==> config.mk <==
export PLATFORM = sky130hd
export DESIGN_NAME = cpu_clk_ctrl
export DESIGN_NICKNAME = d
export VERILOG_FILES = /design/src/rtl/cpu_clk_ctrl.sv
export SDC_FILE = /design/constraint.sdc
export NUM_CORES = 1
export LEC_CHECK = 0
export ABC_AREA = 1
export CAP_MARGIN = 20
export CORE_MARGIN = 4
export CORE_UTILIZATION = 40
export CTS_CLUSTER_DIAMETER = 50
export DETAILED_ROUTE_END_ITERATION = 6
export PLACE_DENSITY = 0.72
export SKIP_CTS_REPAIR_TIMING = 1
export SYNTH_ARGS = -nofsm -noshare
export SYNTH_HDL_FRONTEND = slang
export SYNTH_SLANG_ARGS = --single-unit
==> constraint.sdc <==
create_clock -name sys_clk -period 2.2 [get_ports sys_clk]
set_clock_uncertainty 0.1 [all_clocks]
set_input_delay 0.44 -clock sys_clk [delete_from_list [all_inputs] [get_ports sys_clk]]
set_output_delay 0.44 -clock sys_clk [all_outputs]
set_load 0.03 [all_outputs]
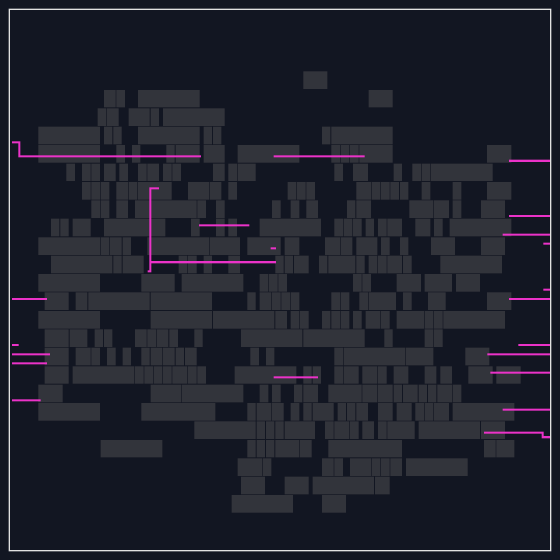
**Above:** run 1 (signal wires on met3).
Cells faint in the background.
- share of all routed wire: 4.4%
- wire length on this layer: 172 um
- nets with wire on the layer: 18
grt met3 use: 3.95%
drt total wl: 3950 um
vias: 1688

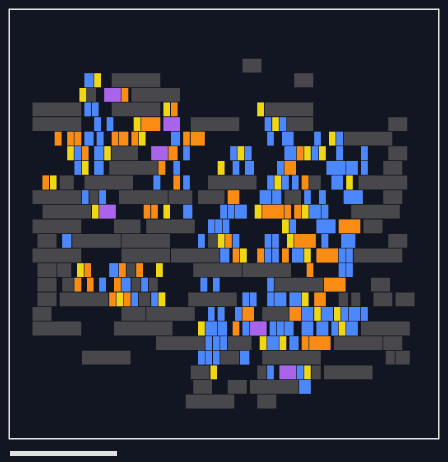
**Above:** run 1 (gate-type map).
Scale bar: 20 um.
- blue: NAND gates (cells 115; most used nand2_1)
- yellow: inverters (cells 40; most used inv_1)
- purple: XOR/XNOR gates (cells 6; most used xor2_1)
- orange: NOR gates (cells 48; most used nor2_1)
fraction of area in multi-input gates: 37.8%
Non-Filler Instances: 364

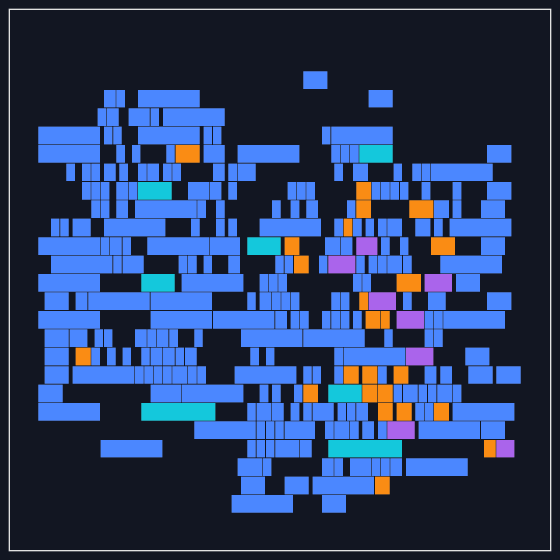
**Above:** run 1 (drive-strength map).
- purple: _3 and _4 cells (cells 8; share 2.7%)
- orange: _2 cells (cells 24; share 8.1%)
- cyan: _6 and larger (cells 7; share 2.4%)
- blue: _0 and _1 cells (cells 258; share 87%)
Plain + repair buffers: 24
slack of the critical path: 0.166 ns
fin area: 0.00250 mm^2
Area growth syn-to-layout: 21.5%

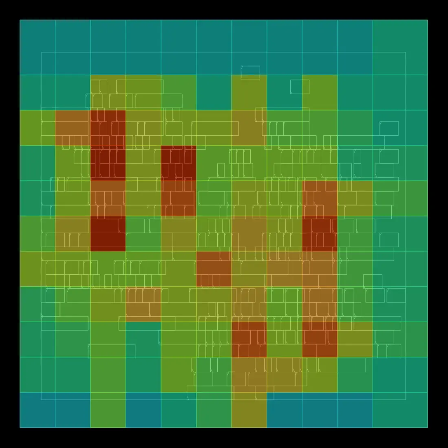
**Above:** run 1 (congestion heat map).
Layout Utilization: 51.6%
met1 usage: 19.0%
global route hottest layer: met2

==> flow_metrics.env, run 1 <==
# yosys + openroad results
export IMPL_p_sw_mw=0.310
export IMPL_clk_share_pct=5.50
export IMPL_r2r_cells=8
export IMPL_required_ns=1.66
export IMPL_crit_chain="clkdlybuf4s50_1"
export IMPL_syn_cell_area_mm2=0.00206
export IMPL_power_leakage_nw=1.12
export IMPL_p_int_mw=1.19
export IMPL_ys_sh_xor_pct=2.55
export IMPL_ys_cells=266
export IMPL_rsz0062_at_grt="false"
export IMPL_p_comb_mw=0.0555
export IMPL_clk_path_buf_depth=2
export IMPL_slowest_stage="clkdlybuf4s50_1"
export IMPL_cap_violations=0
export IMPL_postRouteAntennaNets=0
export IMPL_max_stage_delay_ns=0.72
export IMPL_top_logic_kind="simple AND/OR/NAND/NOR gates"
export IMPL_tns_ns=0
export IMPL_fmax_mhz=492
export IMPL_warning_count=26
export IMPL_wire_per_inst_um=10.8
export IMPL_largest_reg_flops=16
export IMPL_antenna_found_initial=0
export IMPL_ff2ff_setup_slack_ns=0.49
export IMPL_top_area_cell_class="sequential cells"
export IMPL_ys_seq_share_pct=46.2
export IMPL_synthesis_nets=274
export IMPL_layout_drive_gt1_share_pct=13.1
export IMPL_top_power_group="sequential cells"
export IMPL_met2_usage_pct=23.9
export IMPL_n_antenna_cell=0
export IMPL_synth_cells=266
export IMPL_nClkBuffers=5
export IMPL_numClockSinks=38
export IMPL_slew_headroom_pct=68.0
export IMPL_status="finished, final reports clean"
export IMPL_p_comb_share_pct=3.7
export IMPL_placed_cell_area_mm2=0.00236
export IMPL_buf_share_pct=9.30
export IMPL_top_layer_used="met4"
export IMPL_synthAoiAreaFrac_pct=3.47
export IMPL_numSynthFlops=38
export IMPL_h_tree_depth=2
export IMPL_dp_cells=356
export IMPL_seqPwrFrac_pct=48.5
export IMPL_gp_congestion=0.815
export IMPL_crit_family="buffers and inverters"
export IMPL_initial_core_util_pct=42.5
export IMPL_io_buffers=23
export IMPL_die_x_um=79.7
export IMPL_synth_adder_area_share_pct=1.82
export IMPL_drv_slew=0
export IMPL_fin_crit_ns=2.03
export IMPL_setup_viol=0
export IMPL_p_clk_share_pct=47.8
export IMPL_setup_worst_path_class="reg2out"
export IMPL_vdd_ir_drop_max_uv=430
export IMPL_clk_pin_slew_ns=0.08
export IMPL_grt_overflow=0
export IMPL_cp_max_fo=7
export IMPL_crit_path_end_kind="output port"
export IMPL_synth_cell_types=27
export IMPL_seq_share_pct=38.0
export IMPL_design_power_total_mw=1.50
export IMPL_drc=0
export IMPL_insertion_delay_ns=0.30
export IMPL_first_pass_iters=4
export IMPL_core_mm2=0.00485
export IMPL_fin_nets=304
export IMPL_hold_path_class="in2async"
export IMPL_grt_pass1_wl_um=7380
export IMPL_yosysWarningCount=0
export IMPL_ios=24
export IMPL_regArea_um2=951
export IMPL_fillers=457
export IMPL_die_area_mm2=0.00636
export IMPL_tightest_slew_ns=0.480
export IMPL_simple_gate_area_share_pct=38.1
export IMPL_whs_ns=0.0690
export IMPL_synth_avg_cell_area_um2=7.74
export IMPL_cts_tree="done"
export IMPL_mostFrequentLayoutCells="76 x nand2_1, 38 x dfrtp_1, 37 x inv_1"
export IMPL_grt_max_degree=39
export IMPL_lay_top_count="nand2_1"
export IMPL_start_kind="flop"
export IMPL_cts_root_buf="clkbuf_8"
export IMPL_rows=25
-- run 1: synthesized netlist by cell type, drive strengths merged --
| library cell | instances | area [um^2] |
|---|---|---|
| o21ai | 7 | 35.0 |
| nand3b | 1 | 7.51 |
| a21boi | 1 | 7.51 |
| and2 | 1 | 6.26 |
| xnor2 | 2 | 17.5 |
| ha | 3 | 37.5 |
| o22ai | 1 | 6.26 |
| xor2 | 4 | 35.0 |
| or2 | 1 | 6.26 |
| nand4 | 9 | 56.3 |
| buf | 1 | 11.3 |
| dfrtp | 38 | 951 |
| nor3 | 3 | 20.0 |
| nor3b | 1 | 7.51 |
| nand3 | 19 | 110 |
| a21oi | 3 | 15.0 |
| nor2 | 44 | 223 |
| nand2 | 86 | 348 |
| inv | 40 | 150 |
| o21bai | 1 | 7.51 |
**Run 1: clock distribution**

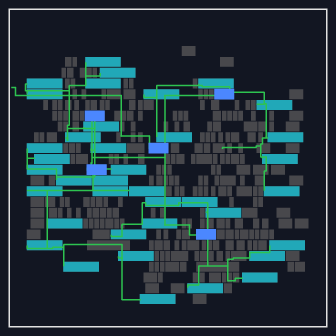

==> run 2, diff against run 1 <==
--- a/config.mk
+++ b/config.mk
@@ -7,7 +7,6 @@
 export LEC_CHECK = 0
 export ABC_AREA = 1
 export CAP_MARGIN = 20
-export CORE_MARGIN = 4
 export CORE_UTILIZATION = 40
 export CTS_CLUSTER_DIAMETER = 50
 export DETAILED_ROUTE_END_ITERATION = 6
==> constraint.sdc (replaced) <==
create_clock -name sys_clk -period 2.55 [get_ports sys_clk]
set_clock_uncertainty 0.1 [all_clocks]
set_input_delay 0.51 -clock sys_clk [delete_from_list [all_inputs] [get_ports sys_clk]]
set_output_delay 0.51 -clock sys_clk [all_outputs]
set_load 0.03 [all_outputs]
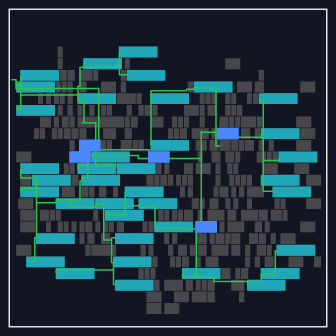
**Above:** run 2 (clock distribution).
- green: clock wires (length 456 um)
- cyan: flip-flops (count 38)
- blue: clock drivers (count 5)
- flops lie: spread over the die
- routed clock nets: 6
Clk network pwr share: 43.2%
Clk. pwr: 0.515 mW

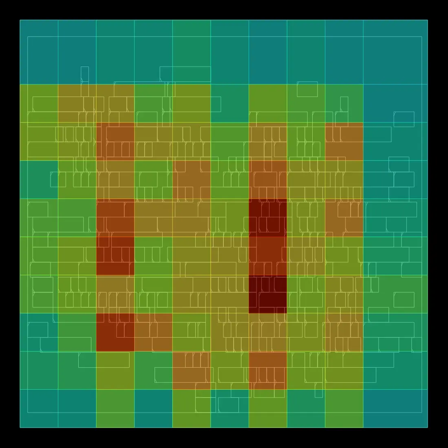
**Above:** run 2 (congestion heat map).
Layout Utilization: 50.9%
grt met3 use: 3.70%

==> run 2 against run 1 <==
  * Setup slack better by 0.28 ns
  * Critical path depth did not move
  * Non-clock buffer count fell by 1
  * Final cell count decreased by 0.27%
  * Via count rose by 1.5%
  * Routed wire length shrank 3.3%
  * Critical endpoint is now cpu_en
==> flow_metrics.env, run 2 <==
# yosys + openroad results
export IMPL_status="finished, final reports clean"
export IMPL_crit_chain="clkdlybuf4s50_1"
export IMPL_slowest_stage="clkdlybuf4s50_1"
export IMPL_crit_family="buffers and inverters"
export IMPL_largest_reg_flops=16
export IMPL_dp_cells=355
export IMPL_ios=24
export IMPL_setup_worst_path_class="reg2out"
export IMPL_routed_wl_um=3820
export IMPL_gp_congestion=0.795
export IMPL_slew_headroom_pct=43.9
export IMPL_design_power_total_mw=1.19
export IMPL_die_area_mm2=0.00544
export IMPL_yosysWarningCount=0
export IMPL_regArea_um2=951
export IMPL_placed_cell_area_mm2=0.00236
export IMPL_power_leakage_nw=1.09
export IMPL_common_cells="76 x nand2_1, 38 x dfrtp_1, 37 x inv_1"
export IMPL_first_pass_iters=4
export IMPL_fmax_mhz=475
export IMPL_insertion_delay_ns=0.29
export IMPL_mostFrequentLayoutCells="76 x nand2_1, 38 x dfrtp_1, 37 x inv_1"
export IMPL_max_stage_delay_ns=0.72
export IMPL_ff2ff_setup_slack_ns=0.79
export IMPL_grt_overflow=0
export IMPL_tightest_slew_ns=0.841
export IMPL_grt_util_met1_pct=20.0
export IMPL_n_antenna_cell=0
export IMPL_synth_cell_types=27
export IMPL_initial_core_util_pct=42.5
export IMPL_yosysTopAreaCell="dfrtp_1"
export IMPL_drv_slew=0
export IMPL_core_mm2=0.00485
export IMPL_most_common_cell="nand2_1"
export IMPL_tns_ns=0
export IMPL_rsz0062_at_grt="false"
export IMPL_grt_max_degree=39
export IMPL_hold_path_class="in2async"
export IMPL_cts_root_buf="clkbuf_8"
export IMPL_postLayoutCellArea_mm2=0.00247
export IMPL_busiest_layer="met2"
export IMPL_layout_drive_gt1_share_pct=12.8
export IMPL_fin_nets=303
export IMPL_rows=25
export IMPL_async_reset_ff_share_pct=100
export IMPL_warning_count=26
export IMPL_r2r_cells=7
export IMPL_h_tree_depth=2
export IMPL_wire_per_inst_um=10.5
export IMPL_edf_count=0
export IMPL_numClockSinks=38
export IMPL_cp_max_fo=6
export IMPL_grt_pass1_wl_um=6730
export IMPL_start_kind="flop"
export IMPL_top_area_share_pct=46.2
export IMPL_synth_cells=266
export IMPL_syn_to_final_growth_pct=20.0
export IMPL_lay_top_count="nand2_1"
export IMPL_yosys_top_cells_area="dfrtp_1 46%, nand2_1 14%, inv_1 6.7%"
export IMPL_antenna_found_initial=0
export IMPL_powerDensity_mw_per_mm2=482
export IMPL_whs_ns=0.220
export IMPL_top_layer_used="met4"
export IMPL_fin_cells=363
export IMPL_numSynthFlops=38
export IMPL_setup_slack_ns=0.446
export IMPL_die_x_um=73.7
export IMPL_synthesis_nets=274
export IMPL_vdd_ir_drop_max_uv=465
export IMPL_ys_seq_share_pct=46.2
export IMPL_syn_cell_area_mm2=0.00206
export IMPL_met2_usage_pct=28.0
export IMPL_postRouteAntennaNets=0
export IMPL_required_ns=1.94
export IMPL_ys_cells=266
export IMPL_arrival_ns=1.49
export IMPL_cap_violations=0
export IMPL_drc=0
export IMPL_crit_path_end_kind="output port"
export IMPL_clk_path_buf_depth=2
export IMPL_io_buffers=23
## run 2: cells by family after synthesis
kind of cell | synth area share, %
and+or+nand+nor | 38.1
DFF | 46.2
xor gates and xnor gates | 2.55
buffers and inverters | 7.84
AOI/OAI and AO/OA | 3.47
adders and majority gates | 1.82
## run 2: final cells by class
| cell class | instances | share of cell area (%) |
|---|---|---|
| sequential | 38 | 38.5 |
| multi-input combinational | 187 | 38.3 |
| timing repair buffer | 23 | 9.12 |
| inverter | 40 | 6.08 |
| tap | 67 | 3.39 |
| clock buffer | 5 | 2.79 |
| clock inverter | 3 | 1.82 |
## run 2: report_power, final
group	switching (mW)	leakage (nW)	internal, mW	total, mW
registers	0.0104	0.508	0.618	0.628
logic	0.0297	0.535	0.0174	0.0470
clock network	0.224	0.0504	0.291	0.515
total	0.264	1.09	0.926	1.19
Power and IR drop assume default switching activity.
